==> run_1/route_heat.png <==
The bar under the picture is 10 um long. 8 x 8 tiles, from dark blue (low) to red (high), scaled to the fullest tile. Values are wire area over tile area, all layers added.
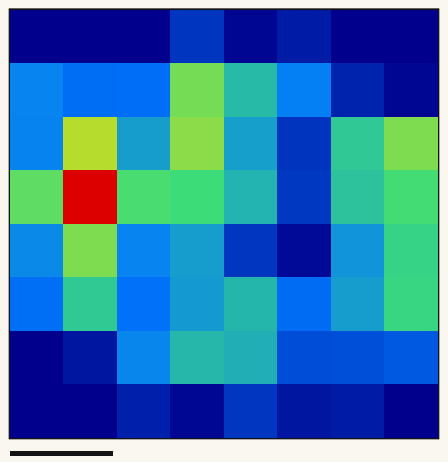
==> run_1/util_map.png <==
The bar under the picture is 10 um long. 8 x 8 tiles, from dark blue (low) to red (high), 0 to 100% covered.
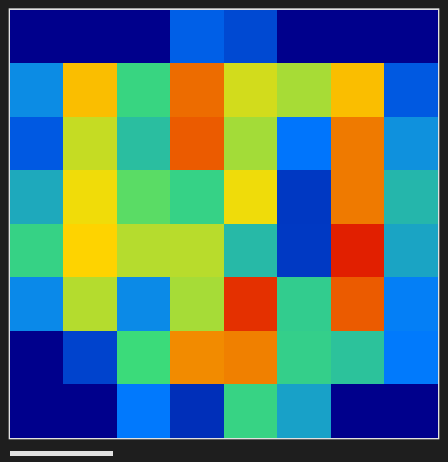
==> run_1/congestion_map.png <==
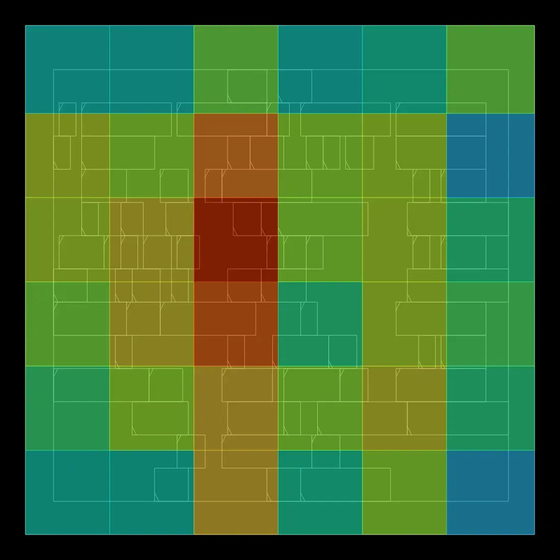
`src/rtl/rr_mux_sched.sv`:
```
// rtl/rr_mux_sched.sv - round-robin scheduler feeding one shared recursive mux into a valid/ready port
// recurse_mux builds a 2**S:1 word mux as a tree of 2:1 stages, one per select bit.

module recurse_mux #(
    parameter int S = 2,
    parameter int T = 3
) (
    input  logic [S-1:0]         ctrl,
    input  logic [(2**S)*T-1:0]  in,
    output logic [T-1:0]         out
);
    localparam int HALF = (2**(S-1)) * T;

    generate
        if (S == 1) begin : g_leaf
            assign out = ctrl[0] ? in[2*T-1:T] : in[T-1:0];
        end else begin : g_node
            logic [T-1:0] lo_out;
            logic [T-1:0] hi_out;

            recurse_mux #(.S(S-1), .T(T)) u_lo (
                .ctrl (ctrl[S-2:0]),
                .in   (in[HALF-1:0]),
                .out  (lo_out)
            );

            recurse_mux #(.S(S-1), .T(T)) u_hi (
                .ctrl (ctrl[S-2:0]),
                .in   (in[2*HALF-1:HALF]),
                .out  (hi_out)
            );

            assign out = ctrl[S-1] ? hi_out : lo_out;
        end
    endgenerate
endmodule

module rr_mux_sched #(
    parameter int S = 2,
    parameter int T = 3
) (
    input  logic                 clk,
    input  logic                 reset,
    input  logic [(2**S)-1:0]    req,
    input  logic [(2**S)*T-1:0]  in,
    output logic [(2**S)-1:0]    ack,
    output logic [T-1:0]         out_data,
    output logic                 out_valid,
    input  logic                 out_ready,
    output logic [S-1:0]         sel,
    output logic                 busy
);
    localparam int N = 2**S;

    typedef enum logic [1:0] {
        IDLE = 2'd0,
        LOAD = 2'd1,
        HOLD = 2'd2
    } state_t;

    state_t         state_q, state_d;
    logic [S-1:0]   ptr_q, ptr_d;
    logic [S-1:0]   sel_q, sel_d;
    logic [N-1:0]   ack_q, ack_d;
    logic [T-1:0]   out_data_q, out_data_d;
    logic           out_valid_q, out_valid_d;

    logic [T-1:0]   mux_out;
    logic [S-1:0]   grant_idx;
    logic [S-1:0]   cand;
    logic           grant_hit;

    recurse_mux #(.S(S), .T(T)) u_mux (
        .ctrl (sel_q),
        .in   (in),
        .out  (mux_out)
    );

    // Search starts at ptr so the last-served requester ends up with lowest priority.
    always_comb begin
        grant_idx = ptr_q;
        grant_hit = 1'b0;
        cand      = ptr_q;
        for (int j = 0; j < N; j++) begin
            cand = ptr_q + S'(j);
            if (!grant_hit && req[cand]) begin
                grant_idx = cand;
                grant_hit = 1'b1;
            end
        end
    end

    always_comb begin
        state_d     = state_q;
        ptr_d       = ptr_q;
        sel_d       = sel_q;
        ack_d       = '0;
        out_data_d  = out_data_q;
        out_valid_d = out_valid_q;
        case (state_q)
            IDLE: begin
                if (grant_hit) begin
                    sel_d   = grant_idx;
                    state_d = LOAD;
                end
            end
            LOAD: begin
                out_data_d   = mux_out;
                out_valid_d  = 1'b1;
                ack_d[sel_q] = 1'b1;
                state_d      = HOLD;
            end
            HOLD: begin
                if (out_ready) begin
                    out_valid_d = 1'b0;
                    ptr_d       = sel_q + 1'b1;
                    state_d     = IDLE;
                end
            end
            default: state_d = IDLE;
        endcase
    end

    always_ff @(posedge clk) begin
        if (reset) begin
            state_q     <= IDLE;
            ptr_q       <= '0;
            sel_q       <= '0;
            ack_q       <= '0;
            out_data_q  <= '0;
            out_valid_q <= 1'b0;
        end else begin
            state_q     <= state_d;
            ptr_q       <= ptr_d;
            sel_q       <= sel_d;
            ack_q       <= ack_d;
            out_data_q  <= out_data_d;
            out_valid_q <= out_valid_d;
        end
    end

    assign ack       = ack_q;
    assign out_data  = out_data_q;
    assign out_valid = out_valid_q;
    assign sel       = sel_q;
    assign busy      = (state_q != IDLE);
endmodule

```
`config.mk`:
```
export PLATFORM = sky130hd
export DESIGN_NAME = rr_mux_sched
export DESIGN_NICKNAME = d
export VERILOG_FILES = /design/src/rtl/rr_mux_sched.sv
export SDC_FILE = /design/constraint.sdc
export NUM_CORES = 1
export LEC_CHECK = 0
export CORE_MARGIN = 2
export CORE_UTILIZATION = 50
export DETAILED_ROUTE_END_ITERATION = 10
export DONT_BUFFER_PORTS = 1
export GPL_TIMING_DRIVEN = 0
export PLACE_DENSITY = 0.75
export SLEW_MARGIN = 10
export SYNTH_ARGS = -nofsm -noshare
export SYNTH_HDL_FRONTEND = slang
export SYNTH_SLANG_ARGS = --single-unit
```
`constraint.sdc`:
```
create_clock -name clk -period 1.41 [get_ports clk]
set_input_delay 0.282 -clock clk [delete_from_list [all_inputs] [get_ports clk]]
set_output_delay 0.282 -clock clk [all_outputs]
set_load 0.02 [all_outputs]
```
==> reports/qor.log, run 1 <==
[power] power per cell area 1090 nW/um^2
[synthesis] mean area per synthesized cell 10.0 um^2
[synthesis] number of enable flip-flop cells 0
[worst_setup_path] worst reg2reg path depth 4
[flow_run] total of max-cap violations 0
[synthesis] gate count of the mapped netlist 71
[power] Leading power group registers
[routing] count of antenna-violating nets left after detailed routing 0
[global_route] wire length of the first global-routing pass 2070 um
[power] Flop pwr share 56.4%
[power] clock power share 26.4%
[cts] clock root buffer sky130_fd_sc_hd__clkbuf_4
[synthesis] sequential cell area fraction in the yosys report 39.4%
[layout] area growth from synthesis to layout 6.16%
[worst_hold_path] Worst Hold Path EP sel[1]$_SDFFE_PP0P_
[power] Final Power 0.824 mW
[worst_hold_path] type of the most critical hold path input port to register
[synthesis] most used standard cells in the synthesized netlist sky130_fd_sc_hd__dfxtp_1 (14), sky130_fd_sc_hd__nor2_1 (12), sky130_fd_sc_hd__inv_1 (5), sky130_fd_sc_hd__mux2i_1 (5)
[die] horizontal die size 41.7 um
[layout] number of filler cells placed in the layout 118
[timing] unrepaired setup endpoints after global routing no
[cts] maximum buffer depth of the clock tree 2
[worst_hold_path] startpoint of the most critical hold path reset
[synthesis] most frequent cell after synthesis sky130_fd_sc_hd__dfxtp_1
[synthesis] Synth Cell Area 711 um^2
[timing] Final Hold Viols 0
[routing] via density per instance 5.78
[power] share of total power in combinational logic 17.2%
[routing] number of remaining DRC errors 0
[die] total number of placement rows 13
[layout] Ant. Diodes 0
[cts] CTS sink count 14
[cts] post_cts resized 0
[die] Chip Footprint 1740 um^2
[global_route] Global Route Usage Sum 15.9%
[cts] later-pin clock latency in the skew report 0.28 ns
[placed_design] final weighted congestion in routability-driven placement 0.786
[die] Die Height 41.7 um
[timing] actual slew at the worst max-slew pin 0.490 ns
[layout] net count of the finished layout 99
[global_route] pin count of the biggest net entering global routing 11
[die] io pins 30
[synthesis] FFs w/ async S/R, synth 0%
[worst_setup_path] slack of the worst reg-to-reg path 0.11 ns
[cts] total clock buffers created by CTS 3
[synthesis] tally of unique sky130hd cells used after synthesis 23
[cts] postcts setup bufs 0
[timing] Relative slew margins 67.0%
[placed_design] number of placed cells counting well taps 86
[worst_hold_path] number of cells traversed by the worst hold path 1
[cts] number of levels in the clock H-tree 1
[global_route] number of global-route vias before repair 503
[global_route] number of antenna violations at the first check in global routing 0
[placed_design] count of buffers from port buffering 0
[worst_setup_path] Data required, critical path 1.56 ns
[layout] ratio of cells with drive above 1 in the final layout 18.9%
[worst_setup_path] type of the setup path with the least slack register to register
[layout] Top cells excl fill/tap sky130_fd_sc_hd__nor2_1 (12), sky130_fd_sc_hd__dfxtp_1 (12), sky130_fd_sc_hd__inv_1 (5), sky130_fd_sc_hd__mux2i_1 (5)
[power] total clock network power 0.217 mW
[worst_setup_path] startpoint of the most critical register-to-register path sel[0]$_SDFFE_PP0P_
[synthesis] library cell with the largest summed area after synthesis sky130_fd_sc_hd__dfxtp_1
[placed_design] post-place instance area 729 um^2
[worst_setup_path] largest driver fanout on the critical path 6
[synthesis] Chip Area, Yosys 711 um^2
[timing] setup-violating endpoint count in the final report 0
[power] P_comb 0.142 mW
[timing] post-route setup TNS 0 ns
[synthesis] area fraction of the dominant cell type after synthesis 39.4%
[worst_setup_path] kind of end point of the critical path register
[synthesis] # Cells Yosys 71
[cts] TritonCTS clock tree done
[synthesis] Nets at Floorplan 94
[worst_setup_path] Reg2Reg Capture Point out_data[0]$_SDFFE_PP0P_
[power] switching component of the power 0.231 mW
[timing] maximum achievable frequency 0.769 GHz
[routing] router iterations before antenna repair 6
[timing] worst-case hold slack 0.0873 ns
[timing] Clock Skews 0.00158 ns
[synthesis] top flip-flop cell by instance count after synthesis sky130_fd_sc_hd__dfxtp_1
[placed_design] Detail Placement HPWL 933 um
[power] Cell Int Power 0.592 mW
[worst_setup_path] end of the critical path out_data[0]$_SDFFE_PP0P_
[cts] clock-pin slew of the registers on the worst-case setup and hold paths 0.08 ns
[power] proportion of total power due to net switching 28.1%
[worst_setup_path] launching element type of the critical path register
[synthesis] biggest area cells sky130_fd_sc_hd__dfxtp_1 (39%), sky130_fd_sc_hd__mux4_2 (9.5%), sky130_fd_sc_hd__ha_1 (7.0%)
[cts] cts hold-fix bufs 0
[timing] shortest clock period the worst path allows after layout 1.30 ns
[layout] Cell Count, Final, Fillers Out 89
[power] maximum VDD drop 545 uV
[timing] final period utilization 92.3%
[worst_setup_path] CP Data Arrival Time 1.46 ns
[layout] final std cell area, no fill 754 um^2
[timing] Pins Over Slew Limit 0
[worst_setup_path] launch point of the critical path sel[0]$_SDFFE_PP0P_
[routing] Iteration-0 DRC Markers 12
[outcome] run status completed
[power] static leakage power 0.339 nW
[flow_run] total tool warning count 29
[synthesis] post-synthesis register bit count 14
[power] sequential power 0.465 mW
[synthesis] count of yosys warnings during synthesis 0
[global_route] total grt overflow 0
-- route_heat.png (at the start) --
The emptiest ninth of the die: lower left. The densest ninth of the die: middle left. The mean over all tiles is 0.12. The fullest tile reaches 0.46.
vias after detailed routing: 514
post-detailed-routing wire length: 1200 um

-- util_map.png (at the start) --
The fullest tile reaches 97%. 17% of the tiles are nearly empty. The emptiest ninth of the die: lower left. 19% of the tiles are over 75% full. The mean over all tiles is 42%.
Finished Core Util: 57.3%
Core ar.: 1320 um^2
Initial Util: 53.9%

-- congestion_map.png (at the start) --
busiest grt layer: met2
GRT met1 Usage: 17.3%
wire length per cell: 13.5 um
met3 Use GR: 7.83%

## run 1: routing by layer
| metal | share of wire (%) | wire, um | GRT usage [%] | up-vias |
|---|---|---|---|---|
| li1 | - | - | - | 249 |
| met1 | 42 | 510 | 17.3 | 229 |
| met5 | 0 | 0 | 0 | - |
| met2 | 43 | 514 | 22.8 | 31 |
| met4 | 3.3 | 40 | 13.5 | 0 |
| met3 | 11 | 135 | 7.83 | 5 |
## run 1: registers in the layout (all words and copies together) (netlist names)
name	count
out_data	3
ack	4
state_q	2
sel	2
out_valid	1
ptr_q	2
## run 1: per-stage QoR
stage	util [%]	setup slack, ns
3_3_place_gp	55.4	0.0615
6_report	57.3	0.109
5_1_grt	57.3	0.0265
3_5_place_dp	55.4	0.0408
2_1_floorplan	-	0.146
4_1_cts	57.1	0.0288
## run 1: kinds of logic (layout without fill, tap and decap cells)
kind of cell,Yosys count,in the layout,share of synthesized area [%]
buffers and inverters,9,12,6.51
AND/OR/NAND/NOR,28,28,20.4
multiplexers,8,8,16.5
AND-OR/OR-AND,8,8,10.0
flip-flops,14,14,39.4
adder cells (fa/ha/maj),4,4,7.04
## run 1: final cells by class
type	instances	area [um^2]	share of cell area, %
Buffer	4	27.5	3.65
Inverter	5	18.8	2.49
Tap cell	15	18.8	2.49
Multi-Input combinational cell	48	384	50.9
Clock buffer	3	22.5	2.99
Sequential cell	14	283	37.5
## run 1: critical path: stages, from the launching register on
cell                      delay (ns)
sky130_fd_sc_hd__dfxtp_2        0.37
sky130_fd_sc_hd__buf_6          0.14
sky130_fd_sc_hd__mux4_2         0.49
sky130_fd_sc_hd__mux2i_1        0.13
sky130_fd_sc_hd__nor2_1         0.05
==> run 1 -> run 2 <==
==> config.mk (replaced) <==
export PLATFORM = sky130hd
export DESIGN_NAME = rr_mux_sched
export DESIGN_NICKNAME = d
export VERILOG_FILES = /design/src/rtl/rr_mux_sched.sv
export SDC_FILE = /design/constraint.sdc
export NUM_CORES = 1
export LEC_CHECK = 0
export CORE_AREA = 2 2 39 41
export DETAILED_ROUTE_END_ITERATION = 10
export DIE_AREA = 0 0 41 43
export DONT_BUFFER_PORTS = 1
export GPL_TIMING_DRIVEN = 0
export PLACE_DENSITY = 0.79
export SYNTH_ARGS = -nofsm -noshare
export SYNTH_HDL_FRONTEND = slang
export SYNTH_SLANG_ARGS = --single-unit
==> reports/qor.log, run 2 <==
[outcome] run status completed [unchanged]
[cts] total clock buffers created by CTS 3 [unchanged]
[synthesis] biggest area cells sky130_fd_sc_hd__dfxtp_1 (39%), sky130_fd_sc_hd__mux4_2 (9.5%), sky130_fd_sc_hd__ha_1 (7.0%) [unchanged]
[synthesis] most frequent cell after synthesis sky130_fd_sc_hd__dfxtp_1 [unchanged]
[cts] postcts setup bufs 0 [unchanged]
[synthesis] number of enable flip-flop cells 0 [unchanged]
[placed_design] count of buffers from port buffering 0 [unchanged]
[placed_design] number of placed cells counting well taps 87 [was 86]
[timing] Relative slew margins 67.3% [was 67.0%]
[routing] count of antenna-violating nets left after detailed routing 0 [unchanged]
[global_route] Global Route Usage Sum 13.9% [was 15.9%]
[placed_design] post-place instance area 731 um^2 [was 729 um^2]
[flow_run] total of max-cap violations 0 [unchanged]
[synthesis] gate count of the mapped netlist 71 [unchanged]
[routing] Iteration-0 DRC Markers 9 [was 12]
[routing] vias after detailed routing 505 [was 514]
[worst_setup_path] kind of end point of the critical path register [unchanged]
[flow_run] total tool warning count 29 [unchanged]
[power] static leakage power 0.339 nW [about the same]
[synthesis] mean area per synthesized cell 10.0 um^2 [unchanged]
[timing] Final Hold Viols 0 [unchanged]
[synthesis] count of yosys warnings during synthesis 0 [unchanged]
[timing] post-route setup TNS 0 ns [unchanged]
[global_route] wire length of the first global-routing pass 1640 um [was 2070 um]
[layout] Cell Count, Final, Fillers Out 90 [was 89]
[layout] final std cell area, no fill 754 um^2 [unchanged]
[synthesis] # Cells Yosys 71 [unchanged]
[global_route] GRT met1 Usage 16.2% [was 17.3%]
[worst_setup_path] series of cell instances along the critical path buf_6 > mux4_2 > mux2i_1 > nor2_1 [unchanged]
[worst_setup_path] CP Data Arrival Time 1.48 ns [was 1.46 ns]
[layout] Ant. Diodes 0 [unchanged]
[worst_setup_path] CP peak stage delay 0.49 ns [about the same]
[synthesis] Synth Cell Area 711 um^2 [unchanged]
[synthesis] FFs w/ async S/R, synth 0% [unchanged]
[global_route] total grt overflow 0 [unchanged]
[synthesis] sequential cell area fraction in the yosys report 39.4% [unchanged]
[cts] TritonCTS clock tree done [unchanged]
[timing] worst-case hold slack 0.0999 ns [was 0.0873 ns]
[global_route] pin count of the biggest net entering global routing 11 [unchanged]
[worst_setup_path] Data required, critical path 1.56 ns [about the same]
[synthesis] most used standard cells in the synthesized netlist sky130_fd_sc_hd__dfxtp_1 (14), sky130_fd_sc_hd__nor2_1 (12), sky130_fd_sc_hd__inv_1 (5), sky130_fd_sc_hd__mux2i_1 (5) [unchanged]
[power] maximum VDD drop 544 uV [was 545 uV]
[worst_setup_path] cell with the largest stage delay on the worst path sky130_fd_sc_hd__mux4_2 [unchanged]
[cts] later-pin clock latency in the skew report 0.27 ns [was 0.28 ns]
[routing] uppermost routed layer met4 [unchanged]
[synthesis] top flip-flop cell by instance count after synthesis sky130_fd_sc_hd__dfxtp_1 [unchanged]
[die] Chip Footprint 1760 um^2 [was 1740 um^2]
[placed_design] final weighted congestion in routability-driven placement 0.671 [was 0.786]
[worst_hold_path] type of the most critical hold path input port to register [unchanged]
[cts] maximum buffer depth of the clock tree 2 [unchanged]
[timing] unrepaired setup endpoints after global routing no [unchanged]
[die] horizontal die size 41 um [was 41.7 um]
[global_route] met3 Use GR 2.09% [was 7.83%]
[timing] shortest clock period the worst path allows after layout 1.34 ns [was 1.30 ns]
[global_route] busiest grt layer met2 [unchanged]
[timing] final period utilization 94.8% [was 92.3%]
[synthesis] library cell with the largest summed area after synthesis sky130_fd_sc_hd__dfxtp_1 [unchanged]
[cts] number of levels in the clock H-tree 1 [unchanged]
[routing] routed wire length on met3 128 um [was 135 um]
[routing] router iterations before antenna repair 4 [was 6]
[timing] setup-violating endpoint count in the final report 0 [unchanged]
[synthesis] Chip Area, Yosys 711 um^2 [unchanged]
[routing] wire length per cell 12.5 um [was 13.5 um]
[synthesis] post-synthesis register bit count 14 [unchanged]
[timing] actual slew at the worst max-slew pin 0.486 ns [was 0.490 ns]
[cts] CTS sink count 14 [unchanged]
[die] Die Height 43 um [was 41.7 um]
[timing] maximum achievable frequency 0.748 GHz [was 0.769 GHz]
[global_route] global-route met2 utilization 20.6% [was 22.8%]
[timing] Clock Skews 0.000511 ns [was 0.00158 ns]
[cts] clock root buffer sky130_fd_sc_hd__clkbuf_4 [unchanged]
[global_route] number of global-route vias before repair 463 [was 503]
[layout] net count of the finished layout 99 [unchanged]
[routing] number of remaining DRC errors 0 [unchanged]
[layout] number of flip-flops in the largest register 4 [unchanged]
[synthesis] area fraction of the dominant cell type after synthesis 39.4% [unchanged]
[routing] detailed-routed wire length on met2 497 um [was 514 um]
[layout] area growth from synthesis to layout 6.16% [unchanged]
[routing] met1 wire length 466 um [was 510 um]
[worst_setup_path] type of the setup path with the least slack register to register [unchanged]
[die] total number of placement rows 14 [was 13]
[worst_setup_path] largest driver fanout on the critical path 6 [unchanged]
[die] io pins 30 [unchanged]
[run 2: cell counts after synthesis]
No cell type changed its count.
[run 2: area by class of cell]
type / instances / area, um^2
buffer: 4 / 27.5
tap: 16 / 20.0
inverter: 5 / 18.8
multi-input combinational: 48 / 384
clock buffer: 3 / 22.5
fill: 128 / 629
sequential: 14 / 282
[run 2: path summary, 6_finish.rpt]
path                                                  to                  start  cells past startpoint  slack [ns]
worst max register to register  out_data[2]$_SDFFE_PP0P_    sel[0]$_SDFFE_PP0P_                      4        0.07
worst min register to register     ptr_q[0]$_SDFFE_PP0P_  ptr_q[0]$_SDFFE_PP0P_                      2        0.54
worst max-delay path            out_data[2]$_SDFFE_PP0P_    sel[0]$_SDFFE_PP0P_                      4        0.07
worst min-delay path                 sel[1]$_SDFFE_PP0P_                  reset                      1         0.1
[run 2: timing repair]
item	CTS	global route
hold buffers	0	0
resized	0	1
endpoints found under the setup margin	0	1
[run 2: power breakdown]
group	switching [mW]	internal [mW]
logic	0.0717	0.0707
clock network	0.109	0.0988
registers	0.0411	0.422
[run 2: worst max-delay path, delay by kind of cell, from the launching register on]
family,cells,cell delay [ns]
multiplexers,2,0.62
flip-flops,1,0.39
buffers and inverters,1,0.15
AND/OR/NAND/NOR,1,0.05
[run 2: stage by stage]
stage | setup WS, ns | util, %
6_report | 0.0730 | 54.5
3_5_place_dp | 0.0587 | 52.8
4_1_cts | 0.0543 | 54.4
3_3_place_gp | 0.0696 | 52.8
2_1_floorplan | 0.146 | -
5_1_grt | 0.00951 | 54.5
[run 2: logic make-up after synthesis]
family,after synthesis,synth area share [%]
buffers and inverters,9,6.51
and+or+nand+nor,28,20.4
DFF,14,39.4
adders and majority gates,4,7.04
AOI/OAI and AO/OA,8,10.0
muxes,8,16.5
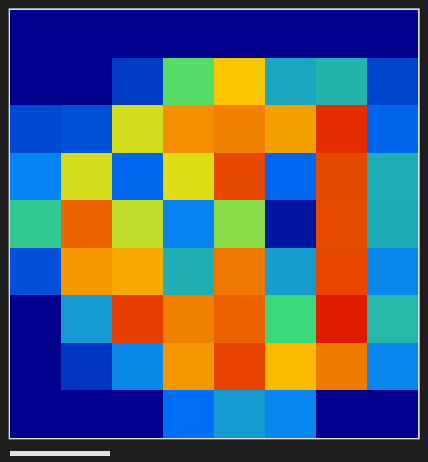
(run_2/util_map.png)
The bar under the picture is 10 um long. 8 x 9 tiles, from dark blue (low) to red (high), 0 to 100% covered.
Initial Util: 51.4%
Finished Core Util: 54.5%
Core ar.: 1380 um^2

==> run 2 -> run 3 <==
--- a/config.mk
+++ b/config.mk
@@ -10,7 +10,8 @@
 export DIE_AREA = 0 0 41 43
 export DONT_BUFFER_PORTS = 1
 export GPL_TIMING_DRIVEN = 0
-export PLACE_DENSITY = 0.79
+export PLACE_DENSITY_LB_ADDON = 0.3
 export SYNTH_ARGS = -nofsm -noshare
 export SYNTH_HDL_FRONTEND = slang
+export SYNTH_HIERARCHICAL = 1
 export SYNTH_SLANG_ARGS = --single-unit
==> reports/qor.log, run 3 <==
[synthesis] biggest area cells sky130_fd_sc_hd__dfxtp_1 (39%), sky130_fd_sc_hd__mux2_2 (14%), sky130_fd_sc_hd__ha_1 (6.9%) [was sky130_fd_sc_hd__dfxtp_1 (39%), sky130_fd_sc_hd__mux4_2 (9.5%), sky130_fd_sc_hd__ha_1 (7.0%)]
[timing] worst-case hold slack 0.102 ns [was 0.0999 ns]
[synthesis] count of yosys warnings during synthesis 6 [was 0]
[layout] ratio of cells with drive above 1 in the final layout 19.0% [was 17.6%]
[timing] Final Hold Viols 0 [unchanged]
[timing] post-route setup TNS 0 ns [unchanged]
[worst_setup_path] launching element type of the critical path register [unchanged]
[routing] number of remaining DRC errors 0 [unchanged]
[worst_setup_path] type of the setup path with the least slack register to register [unchanged]
[worst_hold_path] type of the most critical hold path input port to register [unchanged]
[die] Chip Footprint 1760 um^2 [unchanged]
[power] power per cell area 1130 nW/um^2 [was 1080 nW/um^2]
[worst_setup_path] launch point of the critical path sel[0]$_SDFFE_PP0P_ [unchanged]
[timing] unrepaired setup endpoints after global routing no [unchanged]
[cts] CTS sink count 14 [unchanged]
[timing] Relative slew margins 65.9% [was 67.3%]
[synthesis] most frequent cell after synthesis sky130_fd_sc_hd__dfxtp_1 [unchanged]
[power] clock power share 32.0% [was 25.5%]
[cts] cts hold-fix bufs 0 [unchanged]
[worst_setup_path] largest driver fanout on the critical path 12 [was 6]
[power] proportion of total power due to net switching 27.7% [was 27.2%]
[flow_run] total of max-cap violations 0 [unchanged]
[synthesis] Chip Area, Yosys 727 um^2 [was 711 um^2]
[die] total number of placement rows 14 [unchanged]
[timing] setup-violating endpoint count in the final report 0 [unchanged]
[synthesis] post-synthesis register bit count 14 [unchanged]
[power] static leakage power 0.319 nW [was 0.339 nW]
[timing] actual slew at the worst max-slew pin 0.507 ns [was 0.486 ns]
[timing] final period utilization 93.1% [was 94.8%]
[die] Core ar. 1380 um^2 [unchanged]
[die] Die Height 43 um [unchanged]
[synthesis] gate count of the mapped netlist 80 [was 71]
[power] Flop pwr share 53.3% [was 57.0%]
[power] switching component of the power 0.247 mW [was 0.221 mW]
[outcome] run status completed [unchanged]
[routing] Iteration-0 DRC Markers 9 [unchanged]
[routing] via density per instance 5.69 [was 5.61]
[power] share of total power in combinational logic 14.8% [was 17.5%]
[routing] count of antenna-violating nets left after detailed routing 0 [unchanged]
[worst_setup_path] Reg2Reg Capture Point out_data[2]$_SDFFE_PP0P_ [unchanged]
[global_route] number of global-route vias before repair 517 [was 463]
[synthesis] most used standard cells in the synthesized netlist sky130_fd_sc_hd__dfxtp_1 (14), sky130_fd_sc_hd__mux2_2 (9), sky130_fd_sc_hd__nor2_1 (9) [was sky130_fd_sc_hd__dfxtp_1 (14), sky130_fd_sc_hd__nor2_1 (12), sky130_fd_sc_hd__inv_1 (5), sky130_fd_sc_hd__mux2i_1 (5)]
[timing] Clock Skews 0.0158 ns [was 0.000511 ns]
[synthesis] Synth Cell Area 727 um^2 [was 711 um^2]
[routing] router iterations before antenna repair 3 [was 4]
[worst_setup_path] CP peak stage delay 0.46 ns [was 0.49 ns]
[layout] Top cells excl fill/tap sky130_fd_sc_hd__dfxtp_1 (13), sky130_fd_sc_hd__nor2_1 (9), sky130_fd_sc_hd__mux2_2 (9) [was sky130_fd_sc_hd__dfxtp_1 (13), sky130_fd_sc_hd__nor2_1 (12), sky130_fd_sc_hd__inv_1 (5), sky130_fd_sc_hd__mux2i_1 (5)]
[placed_design] final weighted congestion in routability-driven placement 0.836 [was 0.671]
[cts] maximum buffer depth of the clock tree 2 [unchanged]
[synthesis] top flip-flop cell by instance count after synthesis sky130_fd_sc_hd__dfxtp_1 [unchanged]
[routing] vias after detailed routing 569 [was 505]
[placed_design] count of buffers from port buffering 0 [unchanged]
[cts] number of levels in the clock H-tree 1 [unchanged]
[worst_setup_path] kind of end point of the critical path register [unchanged]
[cts] clock root buffer sky130_fd_sc_hd__clkbuf_4 [unchanged]
[cts] clock-pin slew of the registers on the worst-case setup and hold paths 0.09 ns [was 0.07 ns]
[synthesis] area fraction of the dominant cell type after synthesis 38.6% [was 39.4%]
[layout] final std cell area, no fill 787 um^2 [was 754 um^2]
[synthesis] number of enable flip-flop cells 0 [unchanged]
[global_route] wire length of the first global-routing pass 2080 um [was 1640 um]
[worst_setup_path] slack of the worst reg-to-reg path 0.1 ns [was 0.07 ns]
[cts] postcts setup bufs 0 [unchanged]
[worst_setup_path] CP Data Arrival Time 1.48 ns [about the same]
[layout] area of the multi-input gates 424 um^2 [was 384 um^2]
[power] Final Power 0.891 mW [was 0.813 mW]
[flow_run] total tool warning count 29 [unchanged]
[synthesis] tally of unique sky130hd cells used after synthesis 18 [was 23]
[cts] TritonCTS clock tree done [unchanged]
[placed_design] Placement Setup Slack -0.00303 ns [was 0.0587 ns]
[worst_setup_path] worst reg2reg path depth 4 [unchanged]
[cts] post_cts resized 1 [was 0]
[placed_design] Detail Placement HPWL 974 um [was 867 um]
[timing] final setup slack of the worst path 0.0978 ns [was 0.0730 ns]
[global_route] total grt overflow 0 [unchanged]
[synthesis] sequential cell area fraction in the yosys report 38.6% [was 39.4%]
[worst_setup_path] series of cell instances along the critical path mux2_2 > mux2_2 > nand2_1 > a21oi_1 [was buf_6 > mux4_2 > mux2i_1 > nor2_1]
[worst_setup_path] cell repeated most along the worst path sky130_fd_sc_hd__mux2_2
[timing] Pins Over Slew Limit 0 [unchanged]
[power] maximum VDD drop 627 uV [was 544 uV]
[worst_setup_path] cell with the largest stage delay on the worst path sky130_fd_sc_hd__dfxtp_4 [was sky130_fd_sc_hd__mux4_2]
[die] Initial Util 52.5% [was 51.4%]
[synthesis] # Cells Yosys 80 [was 71]
[cts] later-pin clock latency in the skew report 0.28 ns [was 0.27 ns]
[synthesis] Nets at Floorplan 103 [was 94]
[global_route] number of antenna violations at the first check in global routing 0 [unchanged]
[layout] net count of the finished layout 108 [was 99]
[global_route] pin count of the biggest net entering global routing 13 [was 11]
[worst_setup_path] Data required, critical path 1.57 ns [was 1.56 ns]
[synthesis] library cell with the largest summed area after synthesis sky130_fd_sc_hd__dfxtp_1 [unchanged]
[cts] total clock buffers created by CTS 3 [unchanged]
[placed_design] post-place instance area 748 um^2 [was 731 um^2]
[die] horizontal die size 41 um [unchanged]
[synthesis] mean area per synthesized cell 9.09 um^2 [was 10.0 um^2]
[worst_setup_path] startpoint of the most critical register-to-register path sel[0]$_SDFFE_PP0P_ [unchanged]
-- run 3: cell types whose count changed after synthesis, sizes merged, moves of 2 or more --
cell,change
mux4,-3
buf,-3
nor2b,+2
nand2,+4
nor2,-3
mux2i,-4
mux2,+9
a21oi,+6
-- run 3: power by group through the flow --
stage	Clock (mW)	Sequential [mW]	Combinational, mW
finish	0.285	0.475	0.132
detailed placement	0	0.486	0.131
global route	0.311	0.481	0.148
global placement	0	0.485	0.128
CTS	0.291	0.476	0.132
floorplan	0	0.477	0.113
-- run 3: kinds of logic after synthesis --
group,Yosys count,synth area share [%]
compound gates,14,13.4
fa+ha+maj,4,6.88
buf+inv,6,3.10
flops,14,38.6
mux,10,15.3
simple gates,32,22.7
-- run 3: layout make-up --
class | count | area share, %
sequential | 14 | 36.1
multi-input combinational | 60 | 53.9
clock buffer | 4 | 4.61
inverter | 5 | 2.38
buffer | 1 | 0.477
tap | 16 | 2.54
-- run 3: critical path: cells and delay by family, from the launching register on --
kind | cells | cell delay [ns]
muxes | 2 | 0.62
DFF | 1 | 0.46
and+or+nand+nor | 1 | 0.06
AOI/OAI and AO/OA | 1 | 0.05
-- run 3: worst min-delay path by stage --
stage	from	to	slack [ns]	cells past startpoint
CTS	reset	sel[1]$_SDFFE_PP0P_	0.1	1
detailed placement	reset	sel[1]$_SDFFE_PP0P_	0.39	1
floorplan	reset	sel[1]$_SDFFE_PP0P_	0.38	1
finish	reset	sel[1]$_SDFFE_PP0P_	0.10	1
global route	reset	sel[1]$_SDFFE_PP0P_	0.09	1
global placement	reset	sel[1]$_SDFFE_PP0P_	0.39	1
-- run 3: metal layers --
layer	track usage [%]	share of wire, %
met5	0	0
met3	9.42	7.1
met1	19.5	42
met4	6.00	0.62
met2	27.5	50
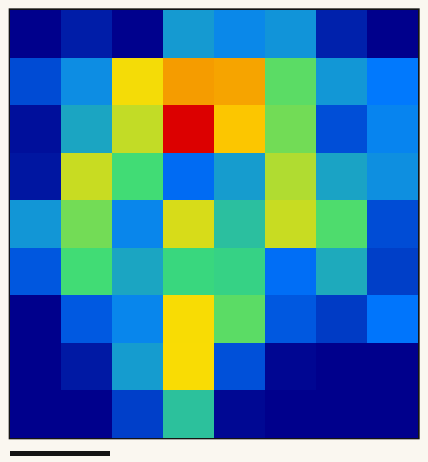
(run_3/route_heat.png)
The bar under the picture is 10 um long. 8 x 9 tiles, from dark blue (low) to red (high), scaled to the fullest tile. Values are wire area over tile area, all layers added.
The densest ninth of the die: top center. The fullest tile reaches 0.38. The mean over all tiles is 0.12. 26% of the tiles are over half the peak.
wire length per cell: 12.9 um
Global Route Usage Sum: 17.6%


==> notes/layouts.md <==
Pictures saved along the way, in no particular order.

Cells colored by class.
Plate I
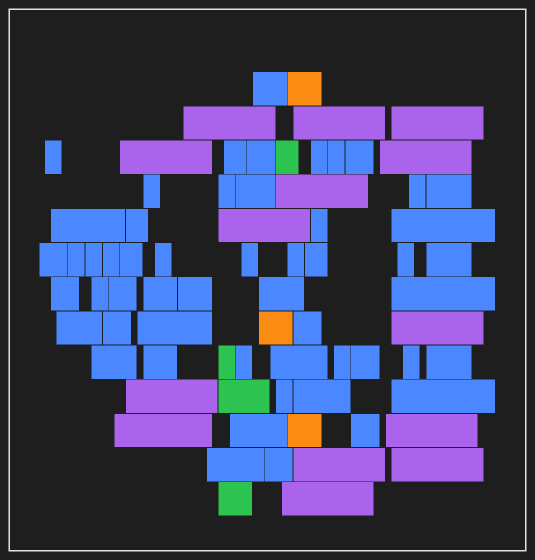
Plate II
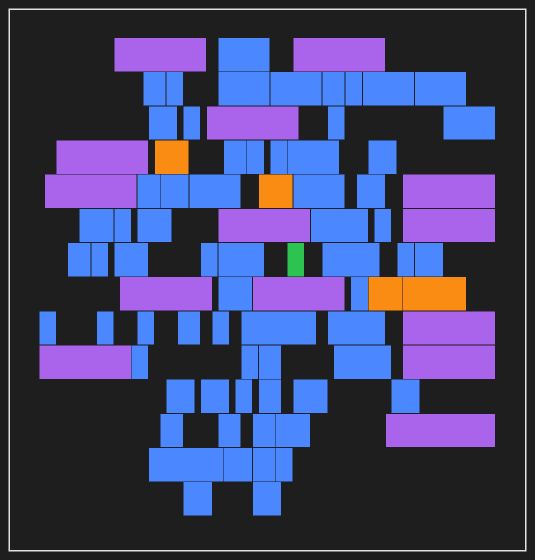
Plate III
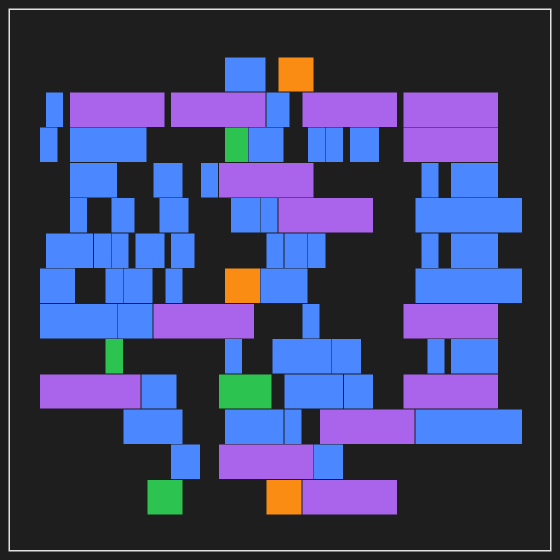
| from | picture |
|---|---|
| run 2 | Plate I |
| run 3 | Plate II |
| run 1 | Plate III |

Key to Plate III:
registers: drawn in purple, cells 14. remaining logic cells: drawn in blue, cells 53. remaining buffers and delay cells: drawn in green, cells 4. clock-net drivers: drawn in orange, cells 3.

Power is estimated from default activity; no workload was simulated.
